File: src/rtl/seq_u_div8_pkg.sv
// Shared types and constants for the sequential unsigned restoring divider.
package seq_u_div8_pkg;

  localparam int unsigned DefaultWidth    = 8;
  localparam int unsigned DefaultCntWidth = $clog2(DefaultWidth);

  typedef enum logic [1:0] {
    StIdle,
    StBusy,
    StDone
  } state_e;

  // Iteration counter width for an arbitrary operand width (at least one bit).
  function automatic int unsigned cnt_width(input int unsigned n);
    return (n > 1) ? $clog2(n) : 1;
  endfunction

endpackage

File: src/rtl/seq_u_div8_rca_sub.sv
// Ripple-carry subtractor: x - y as x + ~y + 1 through a chain of full adders.
module seq_u_div8_rca_sub #(
  parameter int unsigned W = 9
) (
  input  logic [W-1:0] x,
  input  logic [W-1:0] y,
  output logic [W-1:0] diff,
  output logic         borrow
);

  logic [W:0]   c;
  logic [W-1:0] y_n;

  assign y_n  = ~y;
  assign c[0] = 1'b1;

  for (genvar i = 0; i < W; i++) begin : g_fa
    assign diff[i] = x[i] ^ y_n[i] ^ c[i];
    assign c[i+1]  = (x[i] & y_n[i]) | (c[i] & (x[i] ^ y_n[i]));
  end

  // No carry out of the top stage means y > x.
  assign borrow = ~c[W];

endmodule

File: src/rtl/seq_u_div8.sv
// Iterative restoring unsigned divider, one quotient bit per cycle.
// Define SEQ_U_DIV8_DZ_FLAG_EN to add the dz port and a fast path for b = 0.
module seq_u_div8
  import seq_u_div8_pkg::*;
#(
  parameter int unsigned N = DefaultWidth
) (
  input  logic         clk,
  input  logic         rst_n,
  input  logic         in_valid,
  output logic         in_ready,
  input  logic [N-1:0] a,
  input  logic [N-1:0] b,
  output logic         out_valid,
  input  logic         out_ready,
`ifdef SEQ_U_DIV8_DZ_FLAG_EN
  output logic         dz,
`endif
  output logic [N-1:0] q,
  output logic [N-1:0] r
);

  localparam int unsigned CntW = cnt_width(N);

  state_e          state_q;
  logic [N-1:0]    dvd_q;
  logic [N-1:0]    div_q;
  logic [N:0]      rem_q;
  logic [N-1:0]    quot_q;
  logic [CntW-1:0] cnt_q;

  logic [N:0] trial;
  logic [N:0] diff;
  logic       borrow;

  assign trial = {rem_q[N-1:0], dvd_q[N-1]};

  seq_u_div8_rca_sub #(
    .W(N + 1)
  ) u_rca_sub (
    .x     (trial),
    .y     ({1'b0, div_q}),
    .diff  (diff),
    .borrow(borrow)
  );

`ifdef SEQ_U_DIV8_DZ_FLAG_EN
  logic dz_q;
  assign dz = dz_q;

  always_ff @(posedge clk or negedge rst_n) begin
    if (!rst_n) begin
      dz_q <= 1'b0;
    end else if (state_q == StIdle && in_valid) begin
      dz_q <= (b == '0);
    end
  end
`endif

  always_ff @(posedge clk or negedge rst_n) begin
    if (!rst_n) begin
      state_q <= StIdle;
      dvd_q   <= '0;
      div_q   <= '0;
      rem_q   <= '0;
      quot_q  <= '0;
      cnt_q   <= '0;
    end else begin
      unique case (state_q)
        StIdle: begin
          if (in_valid) begin
            dvd_q   <= a;
            div_q   <= b;
            rem_q   <= '0;
            quot_q  <= '0;
            cnt_q   <= CntW'(N - 1);
            state_q <= StBusy;
`ifdef SEQ_U_DIV8_DZ_FLAG_EN
            if (b == '0) begin
              quot_q  <= '1;
              rem_q   <= {1'b0, a};
              state_q <= StDone;
            end
`endif
          end
        end
        StBusy: begin
          dvd_q  <= {dvd_q[N-2:0], 1'b0};
          quot_q <= {quot_q[N-2:0], ~borrow};
          rem_q  <= borrow ? trial : diff;
          if (cnt_q == '0) begin
            state_q <= StDone;
          end else begin
            cnt_q <= cnt_q - 1'b1;
          end
        end
        StDone: begin
          if (out_ready) begin
            state_q <= StIdle;
          end
        end
        default: state_q <= StIdle;
      endcase
    end
  end

  // The partial remainder always ends below b, so its top bit never reaches r.
  logic unused_rem_msb;
  assign unused_rem_msb = rem_q[N];

  assign in_ready  = (state_q == StIdle);
  assign out_valid = (state_q == StDone);
  assign q         = quot_q;
  assign r         = rem_q[N-1:0];

endmodule

File: config.mk
export PLATFORM = sky130hd
export DESIGN_NAME = seq_u_div8
export DESIGN_NICKNAME = d
export VERILOG_FILES = /design/src/rtl/seq_u_div8_pkg.sv /design/src/rtl/seq_u_div8_rca_sub.sv /design/src/rtl/seq_u_div8.sv
export SDC_FILE = /design/constraint.sdc
export NUM_CORES = 1
export LEC_CHECK = 0
export ABC_AREA = 0
export CAP_MARGIN = 20
export CORE_MARGIN = 2
export CORE_UTILIZATION = 35
export CTS_CLUSTER_DIAMETER = 120
export DETAILED_ROUTE_END_ITERATION = 8
export HOLD_SLACK_MARGIN = 0.02
export PLACE_DENSITY_LB_ADDON = 0.15
export SYNTH_ARGS = -nofsm -noshare
export SYNTH_HDL_FRONTEND = slang
export SYNTH_SLANG_ARGS = --single-unit
File: constraint.sdc
create_clock -name clk -period 8.9 [get_ports clk]
set_clock_uncertainty 0.15 [all_clocks]
set_input_delay 2.67 -clock clk [delete_from_list [all_inputs] [get_ports clk]]
set_output_delay 2.67 -clock clk [all_outputs]
set_load 0.1 [all_outputs]
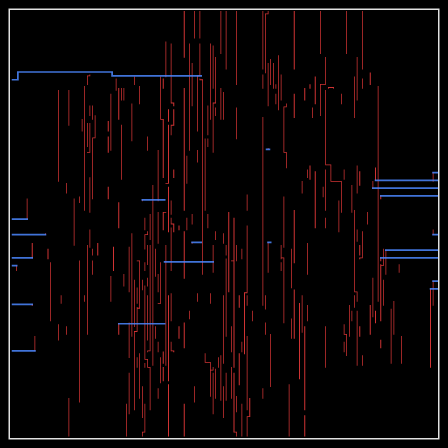
(signal wires by layer)
Only two layers are drawn.
- metal 3: blue (wire length 132 um)
- metal 2: red (wire length 1660 um)

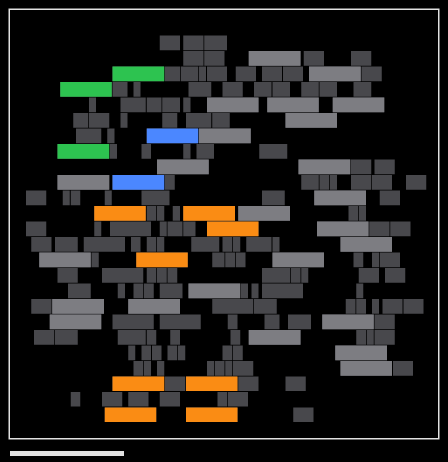
(where the registers sit)
Bar = 20 um. Other sequential cells in the stronger grey, the rest of the logic in the fainter grey.
- cnt_q: green (placed flops 3)
- state_q: blue (placed flops 2)
- rem_q: orange (placed flops 8)

==> flow_summary.ini <==
; implementation run metrics
[cts]
cts_resized = 0
cts_buffers = 5
clk_path_buf_depth = 2
insertion_delay_ps = 290
cts.htree.levels = 2
clockRootBuffer = clkbuf_8
clkSinkCount = 37
cts_hold_buf = 0
cts_tree = built
post-cts-setup-buffers = 0
clk_pin_slew_worst_paths_ps = 70

[logic_synthesis]
ys_seq_share = 0.523
yosys-stat-area_mm2 = 0.00177
syn_nets = 185
synth_area_mm2 = 0.00177
yosysWarnings = 0
synth_area_leader_cell = dfrtp_1
topCellsByArea = dfrtp_1 (52%), o21ai_0 (8.2%), fa_1 (7.9%), mux2i_1 (4.5%), a22o_1 (4.4%)
top_cell_area_share = 0.523
synth_cell_types = 24

[die]
core_mm2 = 0.00482
die_x_um = 75.1
row_count = 25
ioPinCount = 38
fp_util = 0.368
dieHeight_um = 75.1
fp.dieArea_mm2 = 0.00565

[grt]
grt_pass1_wl_mm = 5.60
grt-ovfl-total = 0
grt_max_degree = 38
antenna_found_initial = 0
grt_pass1_vias = 1184
grt_usage = 0.135

[route]
drt-wirelength-per-cell_um = 13.1
wirelength_mm = 3.42
met1Wirelength_mm = 1.56
top_layer = met4
drc = 0
via_count = 1211
wl_met2_mm = 1.66
drt_iter0_markers = 42
wl_met3_um = 131
postRouteAntennaNets = 0

[place]
dp_hpwl_mm = 2.36
gp_congestion = 0.695
dp_slack_ps = 4270
place_inst = 251
io_buffers = 37

[sta]
setup_viol = 0
fin_hold_ws_ps = 333
setup_ws_ps = 3960
relSlewSlack = 0.348
finalClockPeriodUsage = 0.555
tightest_slew_ps = 974
report.final.slew_viol_count = 0
fin_setup_tns_ps = 0
fmax_mhz = 203
grt_setup_unrepaired = false
finalHoldViolations = 0
post-route-min-period_ps = 4940

[job]
drv_cap = 0

[worst_setup_path]
arrival_ps = 2120
worstPathRequired_ps = 6080
slowest_delay_ps = 1130
cp_max_fo = 7
slowest_stage = clkdlybuf4s50_1
path_class = reg -> out

[cells_and_area]
design_area_mm2 = 0.00226
antenna_cells = 0
fin_nets = 222
layout-drive-gt1-share = 0.104
area_growth_pct = 27.6
utilization = 0.469

[run_status]
status = completed

[hold_path]
hold_class = reg -> reg
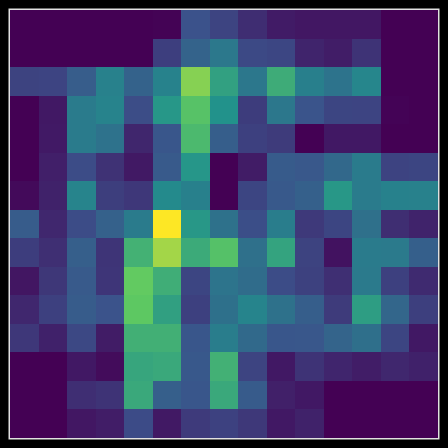
(routed metal per tile)
The die is cut into 15 by 15 equal tiles; dark purple is low, yellow is high, scaled to the fullest tile. Values are wire area over tile area, all layers added.
- mean over tiles: 0.095
- nearly empty tiles: 18%
- fullest tile: 0.39
- emptiest ninth of the die: top right

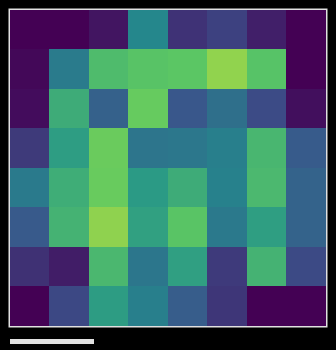
(cell area per tile)
Bar = 20 um. The die is cut into 8 by 8 equal tiles; dark purple is low, yellow is high, 0 to 100% covered.
- tiles over 75% full: 7.8%
- nearly empty tiles: 11%
- emptiest ninth of the die: top left
- mean over tiles: 39%

[worst paths after layout]
kind / from / to / slack (ps) / depth (start not counted)
min in group asynchronous: rst_n / rem_q[4] / 2320 / 1
worst min-delay path: dvd_q[4] / dvd_q[4] / 330 / 2
worst max-delay path: state_q[0] / out_valid / 3960 / 2
worst min register to register: dvd_q[4] / dvd_q[4] / 330 / 2
max in group asynchronous: rst_n / rem_q[6] / 5760 / 1
worst max register to register: dvd_q[7] / rem_q[2] / 4660 / 13
[area by class of cell]
cell class / instances / area [um^2]
clock buffer: 5 / 68.8
fill: 462 / 2560
clock inverter: 3 / 17.5
multi-input combinational: 95 / 732
timing repair buffer: 38 / 377
sequential: 37 / 926
inverter: 15 / 56.3
tap: 67 / 83.8
[synthesized netlist by cell type, drive strengths merged]
cell,number
a21oi,1
a22o,9
a22oi,3
and2b,1
buf,8
dfrtp,37
fa,7
ha,3
inv,15
mux2,7
mux2i,8
nand2,16
nor2,3
nor2b,1
nor3b,2
o21ai,30
o21bai,1
o22ai,1
or2,1
or2b,1
[registers in the layout (all words and copies together), names as in the netlist]
name and cells:
cnt_q 3, rem_q 8, q 8, dvd_q 8
div_q 8, state_q 2
[critical path: cells and delay by family, from the launching register on]
family,cells,cell delay [ps]
buffers and inverters,1,1130
DFF,1,450
and+or+nand+nor,1,240
[placed cells by master, fill, tap and decap left out]
master	instances
nor3b_1	1
o22ai_1	1
inv_1	15
o21bai_2	1
dfrtp_1	37
ha_1	3
clkinvlp_4	1
mux2_2	7
a21oi_1	1
nand2_1	16
and2b_1	1
a22o_1	9
fa_1	7
clkdlybuf4s50_1	36
clkbuf_8	5
or2_0	1
buf_2	1
nor2b_2	1
o21ai_0	29
nor2_1	3
mux2i_1	8
or2b_1	1
o21ai_1	1
a22oi_1	3
nor3b_2	1
buf_6	1
clkinv_2	2
[per-layer routing]
metal,vias up,GRT usage
met1,586,0.176
met4,0,0.0702
met5,-,0
li1,597,-
met2,21,0.210
met3,7,0.0321
[logic make-up (layout without fill, tap and decap cells)]
kind of cell | count (synthesis) | after routing | share of synthesized area
AOI/OAI and AO/OA | 45 | 45 | 0.153
adders and majority gates | 10 | 10 | 0.100
buffers and inverters | 23 | 61 | 0.0664
muxes | 15 | 15 | 0.0897
and+or+nand+nor | 25 | 25 | 0.0685
DFF | 37 | 37 | 0.523
